[src/rtl/cpu_reg_dump_if.sv]
// Byte stream from the register dump engine to a debug sink.
// The master drives data/valid/last. The slave drives ready.
interface cpu_reg_dump_if #(
   parameter int DATA_W = 8
);
   logic [DATA_W-1:0] data;
   logic              valid;
   logic              ready;
   logic              last;

   modport master (output data, output valid, output last, input ready);
   modport slave  (input data, input valid, input last, output ready);
endinterface

[src/rtl/cpu_reg_dump.sv]
// Snapshots the CPU register bytes on i_Start and streams them out one byte per handshake (first byte 1 cycle later).
// Holds a byte until it is accepted, and freezes while i_Enable=0. Define CPU_REG_DUMP_CHECKSUM_EN to append an XOR checksum byte.
module cpu_reg_dump #(
   parameter int NUM_BYTES = 12,
   parameter int DATA_W    = 8
) (
   input  logic                        i_Clk,
   input  logic                        i_Reset_n,
   input  logic                        i_Enable,
   input  logic                        i_Start,
   input  logic [NUM_BYTES*DATA_W-1:0] i_Regs,
   cpu_reg_dump_if.master              bus,
   output logic                        o_Busy,
   output logic                        o_Done
);

   localparam int                 IDX_W    = $clog2(NUM_BYTES);
   localparam logic [IDX_W-1:0]   LAST_IDX = IDX_W'(NUM_BYTES - 1);

`ifdef CPU_REG_DUMP_CHECKSUM_EN
   typedef enum logic [1:0] {IDLE, SEND, CHK} state_t;
`else
   typedef enum logic [1:0] {IDLE, SEND} state_t;
`endif

   state_t                      state;
   logic [IDX_W-1:0]            idx;
   logic [IDX_W-1:0]            idx_nxt;
   logic [NUM_BYTES*DATA_W-1:0] snap;
   logic [DATA_W-1:0]           data_q;
   logic                        valid_q;
   logic                        last_q;
   logic                        busy_q;
   logic                        done_q;

   assign idx_nxt = idx + IDX_W'(1);

`ifdef CPU_REG_DUMP_CHECKSUM_EN
   logic [DATA_W-1:0] chk_sum;

   always_comb begin
      chk_sum = '0;
      for (int n = 0; n < NUM_BYTES; n++) begin
         chk_sum = chk_sum ^ snap[n*DATA_W +: DATA_W];
      end
   end
`endif

   always_ff @(posedge i_Clk or negedge i_Reset_n) begin
      if (!i_Reset_n) begin
         state   <= IDLE;
         idx     <= '0;
         snap    <= '0;
         data_q  <= '0;
         valid_q <= 1'b0;
         last_q  <= 1'b0;
         busy_q  <= 1'b0;
         done_q  <= 1'b0;
      end else if (i_Enable) begin
         done_q <= 1'b0;
         case (state)
            IDLE: begin
               if (i_Start) begin
                  snap    <= i_Regs;
                  idx     <= '0;
                  data_q  <= i_Regs[DATA_W-1:0];
                  valid_q <= 1'b1;
                  last_q  <= 1'b0;
                  busy_q  <= 1'b1;
                  state   <= SEND;
               end
            end
            SEND: begin
               if (valid_q && bus.ready) begin
                  if (idx == LAST_IDX) begin
`ifdef CPU_REG_DUMP_CHECKSUM_EN
                     data_q  <= chk_sum;
                     last_q  <= 1'b1;
                     state   <= CHK;
`else
                     valid_q <= 1'b0;
                     last_q  <= 1'b0;
                     busy_q  <= 1'b0;
                     done_q  <= 1'b1;
                     state   <= IDLE;
`endif
                  end else begin
                     idx    <= idx_nxt;
                     data_q <= snap[int'(idx_nxt)*DATA_W +: DATA_W];
`ifdef CPU_REG_DUMP_CHECKSUM_EN
                     last_q <= 1'b0;
`else
                     last_q <= (idx_nxt == LAST_IDX);
`endif
                  end
               end
            end
`ifdef CPU_REG_DUMP_CHECKSUM_EN
            CHK: begin
               if (valid_q && bus.ready) begin
                  valid_q <= 1'b0;
                  last_q  <= 1'b0;
                  busy_q  <= 1'b0;
                  done_q  <= 1'b1;
                  state   <= IDLE;
               end
            end
`endif
            default: state <= IDLE;
         endcase
      end
   end

   assign bus.data  = data_q;
   assign bus.valid = valid_q;
   assign bus.last  = last_q;
   assign o_Busy    = busy_q;
   assign o_Done    = done_q;

endmodule
[src/flat_wrapper.sv]
// flat-port wrapper written by rule: the top's interface ports become plain ports
module cpu_reg_dump_flat 
#(
   parameter int NUM_BYTES = 12,
   parameter int DATA_W    = 8
)
  (i_Clk, i_Reset_n, i_Enable, i_Start, i_Regs, o_Busy, o_Done, bus_data, bus_valid, bus_last, bus_ready);
  cpu_reg_dump_if #(.DATA_W(DATA_W)) bus_i ();
  input  logic i_Clk;
  input  logic i_Reset_n;
  input  logic i_Enable;
  input  logic i_Start;
  input  logic [NUM_BYTES*DATA_W-1:0] i_Regs;
  output logic o_Busy;
  output logic o_Done;
  output wire logic [$bits(bus_i.data)-1:0] bus_data;
  output wire logic [$bits(bus_i.valid)-1:0] bus_valid;
  output wire logic [$bits(bus_i.last)-1:0] bus_last;
  input wire logic [$bits(bus_i.ready)-1:0] bus_ready;
  assign bus_data = bus_i.data;
  assign bus_valid = bus_i.valid;
  assign bus_last = bus_i.last;
  assign bus_i.ready = bus_ready;
  cpu_reg_dump #(.NUM_BYTES(NUM_BYTES), .DATA_W(DATA_W)) u_core (.i_Clk(i_Clk), .i_Reset_n(i_Reset_n), .i_Enable(i_Enable), .i_Start(i_Start), .i_Regs(i_Regs), .bus(bus_i), .o_Busy(o_Busy), .o_Done(o_Done));
endmodule
[config.mk]
export PLATFORM = sky130hd
export DESIGN_NAME = cpu_reg_dump_flat
export DESIGN_NICKNAME = d
export VERILOG_FILES = /design/src/rtl/cpu_reg_dump_if.sv /design/src/rtl/cpu_reg_dump.sv /design/src/flat_wrapper.sv
export SDC_FILE = /design/constraint.sdc
export NUM_CORES = 1
export LEC_CHECK = 0
export ABC_AREA = 1
export CAP_MARGIN = 20
export CORE_ASPECT_RATIO = 0.9
export CORE_MARGIN = 10
export CORE_UTILIZATION = 51
export CTS_BUF_LIST = sky130_fd_sc_hd__clkbuf_2
export CTS_CLUSTER_DIAMETER = 30
export CTS_CLUSTER_SIZE = 16
export DETAILED_ROUTE_END_ITERATION = 10
export MAX_ROUTING_LAYER = met4
export PLACE_DENSITY = 0.8
export SKIP_CTS_REPAIR_TIMING = 1
export SLEW_MARGIN = 20
export SYNTH_ARGS = -nofsm -noshare
export SYNTH_HDL_FRONTEND = slang
export SYNTH_SLANG_ARGS = --single-unit
[constraint.sdc]
create_clock -name i_Clk -period 3.3 [get_ports i_Clk]
set_clock_uncertainty 0.1 [all_clocks]
set_input_delay 0.495 -clock i_Clk [delete_from_list [all_inputs] [get_ports i_Clk]]
set_output_delay 0.495 -clock i_Clk [all_outputs]
set_load 0.05 [all_outputs]
Fig. 1: wiring heat map
Bar = 50 microns. 26 x 23 tiles, from white (low) to dark blue (high), scaled to the fullest tile. Values are wire area over tile area, all layers added.
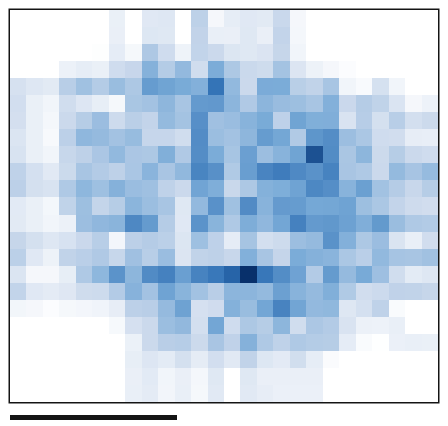
tiles over half the peak = 11%
nearly empty tiles = 20%
fullest tile = 0.58
emptiest ninth of the die = lower left

==> impl_metrics.csv <==
group,metric,value,unit
status,run_status,"finished, final reports clean",
grt,grt_antenna_before_repair,0,
power_and_ir_drop,power-per-cell-area,847.2,nW/um^2
critical_path,r2r_slack,0.95,ns
cts,clk_latency,0.56,ns
final_layout,finish.cell_count_without_fillers,935,
grt,grt_pass1_vias,4660,
routing,drt_iter0_drc,477,
critical_path,timing.critical_path.to_type,"primary output",
logic_synthesis,flip_flops_with_a_built_in_enable,0,
timing,fin_worst_hold_slack,0.3371,ns
floorplanning,placeableCoreArea,10290,sq um
final_layout,antenna_cells_inserted,0,
timing,setup_viol,0,
worst_hold_path,hold_path.startpoint,"i_Regs[57]",
cts,register_clock_pin_slew_on_the_reported_worst_setup_and_hold_paths,0.28,ns
cts,clock_tree.htree_level_count,3,
timing,post-route-period-util,0.8441,
routing,drc,0,
logic_synthesis,post_synth_instance_area,5385,sq um
cts,ctsRootBufferMaster,"sky130_fd_sc_hd__clkbuf_2",
final_layout,finish.net_count,904,
timing,period_needed,2.786,ns
routing,1st_pass_router_iterations,5,
timing,maximum_clock_frequency,359.0,MHz
logic_synthesis,synthesis.instances,714,
logic_synthesis,postSynth.topFlopCell,"sky130_fd_sc_hd__dfrtp_1",
run,drv_cap,0,
logic_synthesis,yosysMostFrequentCell,"sky130_fd_sc_hd__nand2_1",
routing,antenna_left,0,
critical_path,category_of_the_worst_setup_path_launch_point,"register",
place,dp_hpwl,9767,microns
floorplanning,chip_area,15080,sq um
worst_hold_path,hold_path_class,"input pin to register",
critical_path,worst_r2r_path_depth,9,
run,openroad.warnings,29,
grt,gr-max-usage-layer,"met2",
grt,met3_usage,0.04728,
critical_path,critPathSlowestCell,"sky130_fd_sc_hd__clkdlybuf4s50_1",
logic_synthesis,synth.avg_cell_area,7.542,sq um
logic_synthesis,syn_nets,817,
routing,vias,4729,
grt,grt_first_pass_wirelength,22510,microns
cts,cts.sink_count,111,
floorplanning,core.rowCount,35,
place,placed_cells_incl_taps,918,
grt,gr-total-overflow,0,
routing,post_drt_wl_per_cell,14.42,microns
critical_path,worst_setup_sp,"u_core.state[0]",
critical_path,cp.required,2.70,ns
timing,maxSlewHeadroom,0.4836,
logic_synthesis,top_area_cell,"sky130_fd_sc_hd__dfrtp_1",
critical_path,delay_of_the_slowest_cell_on_the_worst_path,0.91,ns
timing,setup_tns,0,ns
final_layout,mostFrequentLayoutCell,"sky130_fd_sc_hd__nand2_1",
critical_path,timing.critical_path.buf_inv,1,
critical_path,critical_path.max_fanout,13,
floorplanning,io_pins,113,
place,globalplace.congestion,0.8379,
grt,globalRouteTotalUtil,0.1836,
critical_path,worstSetupPathType,"register to primary output",
logic_synthesis,synth.yosys.chip_area,5385,sq um
power_and_ir_drop,leakage_dissipation,0.003219,uW
logic_synthesis,post_synth_cell_types,24,
critical_path,critical_path_arrival,2.19,ns
timing,timing_worst_slew_pin_value,0.7746,ns
timing,report.final.hold_viol_count,0,
final_layout,most-common-layout-cells,"271 x sky130_fd_sc_hd__nand2_1, 111 x sky130_fd_sc_hd__clkdlybuf4s50_1, 110 x sky130_fd_sc_hd__dfrtp_1",
logic_synthesis,ys.flops,111,
critical_path,cpLargestDelayFamily,"buffers and inverters",
routing,routed_wl,13490,microns
grt,gr-usage-met2,0.2683,
critical_path,critical_path.reg2reg.startpoint,"u_core.idx[0]",
critical_path,regToRegEndpoint,"u_core.bus.data[4]",
floorplanning,floorplan.core_util,0.5233,
power_and_ir_drop,report.power.total,5627,uW
logic_synthesis,share_of_the_yosys_chip_area_belonging_to_registers,0.5158,
cts,tritoncts,"done",
final_layout,areaGrowthSynthToFinish,23.33,%
logic_synthesis,synth-cells-yosys,714,
logic_synthesis,post_synth_most_frequent_cells,"271 x sky130_fd_sc_hd__nand2_1, 111 x sky130_fd_sc_hd__dfrtp_1, 80 x sky130_fd_sc_hd__inv_1",
grt,grt_start_max_net_pins,174,
cts,tritoncts.num_buffers,9,
floorplanning,die_height,117.5,microns
grt,global_route.usage.met1,0.2490,
floorplanning,floorplan.die.width,128.3,microns
critical_path,worstSetupEndpoint,"o_Busy",
timing,slew_violations,0,
Fig. 2: clock wires, drivers and flops
Bar = 50 microns.
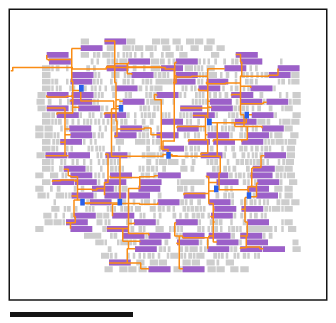
clock wires -> orange  # length 1,170 microns
flip-flops -> purple  # count 111
clock drivers -> blue  # count 9
routed clock nets = 10

[routing by layer]
layer  wire [microns]  up-vias
met5                0        -
met4              130        0
met3              934       14
met2             6106      135
met1             6314     2205
li1                 -     2375
[power breakdown]
part	internal (uW)	switching, uW
clock network	175	414
registers	1970	250
logic	998	1820
total	3150	2480
[logic make-up (layout without fill, tap and decap cells)]
kind of cell / Yosys count / after routing / share of synthesized area
flip-flops: 111 / 111 / 0.5158
buffers and inverters: 126 / 218 / 0.09665
AND-OR/OR-AND: 99 / 99 / 0.09805
AND/OR/NAND/NOR: 374 / 374 / 0.2781
XOR/XNOR: 2 / 2 / 0.006739
adder cells (fa/ha/maj): 2 / 2 / 0.004646
[sequential cells by signal (all words and copies together) (netlist names)]
register         cells
u_core.o_Done        1
u_core.snap         96
u_core.idx           4
u_core.state         1
u_core.bus.data      8
u_core.bus.last      1
[through the flow]
stage               utilization  setup WS [ns]  area, sq um
detailed placement       0.6343         0.9676         6528
global placement         0.6343          1.005         6528
floorplan                     -          1.264         5385
CTS                      0.6444         0.4706         6631
finish                   0.6454         0.5145         6641
global route             0.6454         0.4141         6641
[how the worst min path moves through the flow]
stage | end | slack [ns] | depth (start not counted)
floorplan | u_core.bus.data[0] | 0.1 | 0
global placement | u_core.snap[77] | 0.35 | 2
detailed placement | u_core.snap[88] | 0.36 | 2
CTS | u_core.snap[16] | -0.17 | 1
global route | u_core.snap[89] | 0.27 | 3
finish | u_core.snap[57] | 0.34 | 3
[cell type report]
| class | count | area, sq um |
|---|---|---|
| Clock inverter | 5 | 48.80 |
| Tap cell | 129 | 161.4 |
| Fill cell | 908 | 3650 |
| Sequential cell | 111 | 2779 |
| Clock buffer | 11 | 55.05 |
| Inverter | 85 | 319.1 |
| Timing Repair Buffer | 117 | 1184 |
| Multi-Input combinational cell | 477 | 2095 |
No activity file was given, so power comes from the tool's default toggle rates.
